==> config.mk <==
export PLATFORM = sky130hd
export DESIGN_NAME = wb_arbiter
export DESIGN_NICKNAME = d
export VERILOG_FILES = /design/src/rtl/wb_arbiter.sv
export SDC_FILE = /design/constraint.sdc
export NUM_CORES = 1
export LEC_CHECK = 0
export CAP_MARGIN = 20
export CORE_ASPECT_RATIO = 2
export CORE_MARGIN = 2
export CORE_UTILIZATION = 50
export DETAILED_ROUTE_END_ITERATION = 16
export GPL_ROUTABILITY_DRIVEN = 1
export PLACE_DENSITY = 0.74
export SLEW_MARGIN = 20
export SYNTH_ARGS = -nofsm -noshare
export SYNTH_HDL_FRONTEND = slang
export SYNTH_SLANG_ARGS = --single-unit
==> constraint.sdc <==
create_clock -name clk -period 11.4 [get_ports clk]
set_clock_uncertainty 0.2 [all_clocks]
set_input_delay 2.28 -clock clk [delete_from_list [all_inputs] [get_ports clk]]
set_output_delay 2.28 -clock clk [all_outputs]
set_load 0.02 [all_outputs]
==> src/rtl/wb_arbiter.sv <==
// Single write-port arbiter for the register file: merges one-cycle EX results with
// buffered long-latency results, and reports destinations that have not yet been written.
module wb_arbiter #(
  parameter int DATA_W       = 32,
  parameter int REG_W        = 6,
  parameter int FIFO_DEPTH   = 4,
  parameter int STARVE_LIMIT = 8
) (
  input  logic                          clk,
  input  logic                          rst_n,
  input  logic                          ex_valid,
  input  logic [REG_W-1:0]              ex_rd,
  input  logic [DATA_W-1:0]             ex_data,
  output logic                          ex_stall,
  input  logic                          mu_valid,
  output logic                          mu_ready,
  input  logic [REG_W-1:0]              mu_rd,
  input  logic [DATA_W-1:0]             mu_data,
  output logic [REG_W-1:0]              WB_rd,
  output logic [DATA_W-1:0]             WB_data,
  input  logic [REG_W-1:0]              hz_rs1,
  input  logic [REG_W-1:0]              hz_rs2,
  output logic                          hz_rs1_pending,
  output logic                          hz_rs2_pending,
  output logic [$clog2(FIFO_DEPTH):0]   fifo_count,
  output logic                          proto_err
);
  localparam int PW = $clog2(FIFO_DEPTH);
  localparam int CW = PW + 1;
  localparam int SW = $clog2(STARVE_LIMIT) + 1;
  localparam logic [REG_W-1:0] ZERO_REG = '0;

  typedef struct packed {
    logic [REG_W-1:0]  rd;
    logic [DATA_W-1:0] data;
  } wb_ent_t;

  wb_ent_t           fifo_q [FIFO_DEPTH];
  logic [PW-1:0]     rd_ptr_q, rd_ptr_d, wr_ptr_q, wr_ptr_d;
  logic [CW-1:0]     count_q, count_d;
  logic [SW-1:0]     starve_q, starve_d;
  logic              stall_q, stall_d, perr_q, perr_d;
  logic [REG_W-1:0]  wb_rd_q, wb_rd_d;
  logic [DATA_W-1:0] wb_data_q, wb_data_d;
  logic              empty, full, mu_hs, ex_ok, pop, push, ex_win, bypass;
  wb_ent_t           head;

  assign empty    = (count_q == '0);
  assign full     = (count_q == CW'(FIFO_DEPTH));
  assign mu_ready = rst_n && !full;
  assign mu_hs    = mu_valid && mu_ready;
  assign ex_ok    = ex_valid && (ex_rd != ZERO_REG);
  assign head     = fifo_q[rd_ptr_q];

  always_comb begin
    wb_rd_d   = ZERO_REG;
    wb_data_d = '0;
    pop       = 1'b0;
    ex_win    = 1'b0;
    bypass    = 1'b0;
    // A pending stall forces the FIFO head through regardless of EX.
    if (!empty && (stall_q || !ex_ok)) begin
      pop       = 1'b1;
      wb_rd_d   = head.rd;
      wb_data_d = head.data;
    end else if (ex_ok) begin
      ex_win    = 1'b1;
      wb_rd_d   = ex_rd;
      wb_data_d = ex_data;
    end else if (mu_hs) begin
      bypass = 1'b1;
      if (mu_rd != ZERO_REG) begin
        wb_rd_d   = mu_rd;
        wb_data_d = mu_data;
      end
    end
    push     = mu_hs && !bypass && (mu_rd != ZERO_REG);
    rd_ptr_d = rd_ptr_q + PW'(pop);
    wr_ptr_d = wr_ptr_q + PW'(push);
    count_d  = count_q + CW'(push) - CW'(pop);
    perr_d   = perr_q | (ex_valid & stall_q);
    stall_d  = 1'b0;
    starve_d = '0;
    if (!empty && ex_win) begin
      if (starve_q == SW'(STARVE_LIMIT - 1)) stall_d  = 1'b1;
      else                                   starve_d = starve_q + 1'b1;
    end
  end

  always_ff @(posedge clk or negedge rst_n) begin
    if (!rst_n) begin
      rd_ptr_q  <= '0;
      wr_ptr_q  <= '0;
      count_q   <= '0;
      starve_q  <= '0;
      stall_q   <= 1'b0;
      perr_q    <= 1'b0;
      wb_rd_q   <= ZERO_REG;
      wb_data_q <= '0;
    end else begin
      rd_ptr_q  <= rd_ptr_d;
      wr_ptr_q  <= wr_ptr_d;
      count_q   <= count_d;
      starve_q  <= starve_d;
      stall_q   <= stall_d;
      perr_q    <= perr_d;
      wb_rd_q   <= wb_rd_d;
      wb_data_q <= wb_data_d;
    end
  end

  // Storage needs no reset: occupancy is tracked solely by the pointers and count.
  always_ff @(posedge clk) begin
    if (push) fifo_q[wr_ptr_q] <= '{rd: mu_rd, data: mu_data};
  end

  always_comb begin
    hz_rs1_pending = 1'b0;
    hz_rs2_pending = 1'b0;
    for (int i = 0; i < FIFO_DEPTH; i++) begin
      if (CW'(i) < count_q) begin
        if (fifo_q[rd_ptr_q + PW'(i)].rd == hz_rs1) hz_rs1_pending = 1'b1;
        if (fifo_q[rd_ptr_q + PW'(i)].rd == hz_rs2) hz_rs2_pending = 1'b1;
      end
    end
    if (mu_hs && mu_rd == hz_rs1) hz_rs1_pending = 1'b1;
    if (mu_hs && mu_rd == hz_rs2) hz_rs2_pending = 1'b1;
    if (wb_rd_q == hz_rs1)        hz_rs1_pending = 1'b1;
    if (wb_rd_q == hz_rs2)        hz_rs2_pending = 1'b1;
    if (hz_rs1 == ZERO_REG)       hz_rs1_pending = 1'b0;
    if (hz_rs2 == ZERO_REG)       hz_rs2_pending = 1'b0;
  end

  assign ex_stall   = stall_q;
  assign proto_err  = perr_q;
  assign WB_rd      = wb_rd_q;
  assign WB_data    = wb_data_q;
  assign fifo_count = count_q;

endmodule

==> results.cfg <==
; yosys + openroad results
[critical_path]
end_kind = output port
critPathRequiredTime_ns = 8.92
critPathKind = in -> out
critPathSlowestCell = clkdlybuf4s50_1

[flow_run]
maxCapViolations = 0

[logic_synthesis]
xor_share_pct = 6.97
ys_chip_area_um2 = 9550
synth_stat.cells = 653
yosys_warnings = 0
syn_area_um2 = 9550
ys_sh_adder_pct = 1.13

[floorplanning]
rows = 71
core_um2 = 18700

[outcome]
status = finished, final reports clean

[global_route]
antenna_found_initial = 0

[placed_design]
portBuffers = 137
hpwl_um = 19100

[power_and_ir_drop]
p_sw_share_pct = 34.8

[sta]
hold_violations = 0

[clocking]
tritoncts = yes
[power groups by stage]
stage               Combinational, mW  Clock [mW]  Sequential (mW)
floorplan                       0.644           0             1.07
global placement                 1.04           0             1.07
global route                     1.10       0.656             1.08
detailed placement               1.04           0             1.07
finish                           1.04       0.623             1.06
CTS                              1.05       0.634             1.06
[layout by cell type (no fill, tap or decap), types with 9 or more instances in the layout]
cell type	count
xor2_1	44
nor2_1	42
nor4_1	9
edfxtp_1	152
dfrtp_1	49
clkdlybuf4s50_1	136
mux2i_1	23
a21oi_1	9
nand3_1	45
nand2_1	43
clkbuf_16	19
mux4_2	49
a31oi_1	32
xnor2_1	32
[logic make-up (layout without fill, tap and decap cells)]
kind of cell / count (synthesis) / after routing
compound gates: 69 / 69
fa+ha+maj: 8 / 8
flops: 203 / 203
buf+inv: 55 / 187
mux: 77 / 77
simple gates: 165 / 165
xor+xnor: 76 / 76
[area by class of cell]
| type | count | area [um^2] |
|---|---|---|
| Tap cell | 255 | 319 |
| Sequential cell | 203 | 5850 |
| Fill cell | 1407 | 7040 |
| Clock buffer | 24 | 514 |
| Timing Repair Buffer | 145 | 1430 |
| Inverter | 10 | 40.0 |
| Clock inverter | 8 | 95.1 |
| Multi-Input combinational cell | 395 | 3460 |
[flip-flops by register name, indices dropped and copies added, names as in the netlist]
signal,flops
rd_ptr_q,2
WB_data,32
proto_err,1
starve_q,4
fifo_count,3
wr_ptr_q,2
ex_stall,1
fifo_q,152
WB_rd,6
[per-layer routing]
metal / vias up / GRT usage (%) / wire, um
met4: 0 / 16.8 / 1860
met3: 70 / 2.87 / 1200
met5: - / 0 / 0
met1: 3165 / 28.3 / 8550
met2: 230 / 51.0 / 15300
li1: 2725 / - / -
[worst paths after layout]
kind | start | end | slack (ns)
min in group asynchronous | rst_n | fifo_count[1]$_DFF_PN0_ | 1.75
worst min register to register | proto_err$_DFF_PN0_ | proto_err$_DFF_PN0_ | 0.26
worst max-delay path | hz_rs1[4] | hz_rs1_pending | 4.12
max in group asynchronous | rst_n | rd_ptr_q[1]$_DFF_PN0_ | 8.65
worst max register to register | fifo_count[2]$_DFF_PN0_ | fifo_q[1][20]$_DFFE_PP_ | 7.33
worst min-delay path | proto_err$_DFF_PN0_ | proto_err$_DFF_PN0_ | 0.26
[critical path: cells and delay by family]
kind / cells / cell delay, ns
and+or+nand+nor: 2 / 0.48
xor gates and xnor gates: 1 / 0.38
AOI/OAI and AO/OA: 2 / 0.26
buffers and inverters: 2 / 1.40
[metrics by stage]
| stage | power [mW] | std cells |
|---|---|---|
| floorplan | 1.72 | 653 |
| global placement | 2.10 | 1008 |
| detailed placement | 2.11 | 1008 |
| CTS | 2.74 | 1040 |
| global route | 2.83 | 1040 |
| finish | 2.72 | 1040 |
**Sizing map**

The bar under the picture is 20 um long.
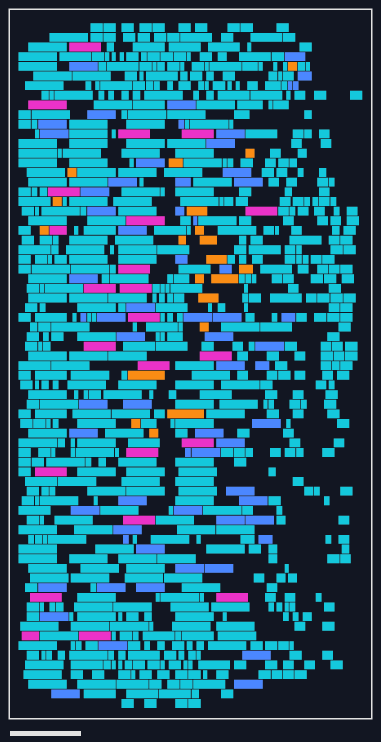
Blue is x2, cells 65. Orange is x3 and x4, cells 20. Cyan is x1 and smaller, cells 677. Magenta is x6 and larger, cells 23.
synthesis-to-layout area growth: 22.5%
Design Area, Final: 11700 um^2
setup ws final: 4.12 ns

**Metal layers overlaid**

The bar under the picture is 20 um long.
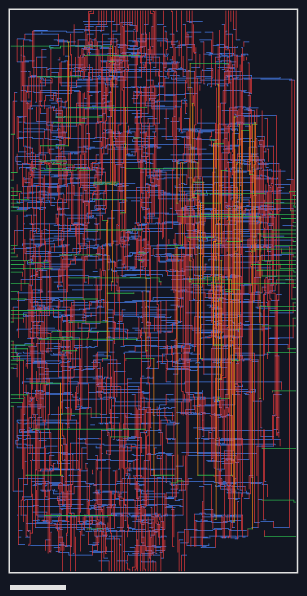
Green is M3, wire length 1200 um. Orange is M4, wire length 1860 um. Red is M2, wire length 15300 um. Blue is M1, wire length 8550 um.
via count: 6190
final WL: 26900 um
Tot GR Track Use: 27.3%
routed wire length per instance: 25.9 um

Power and IR drop assume default switching activity.
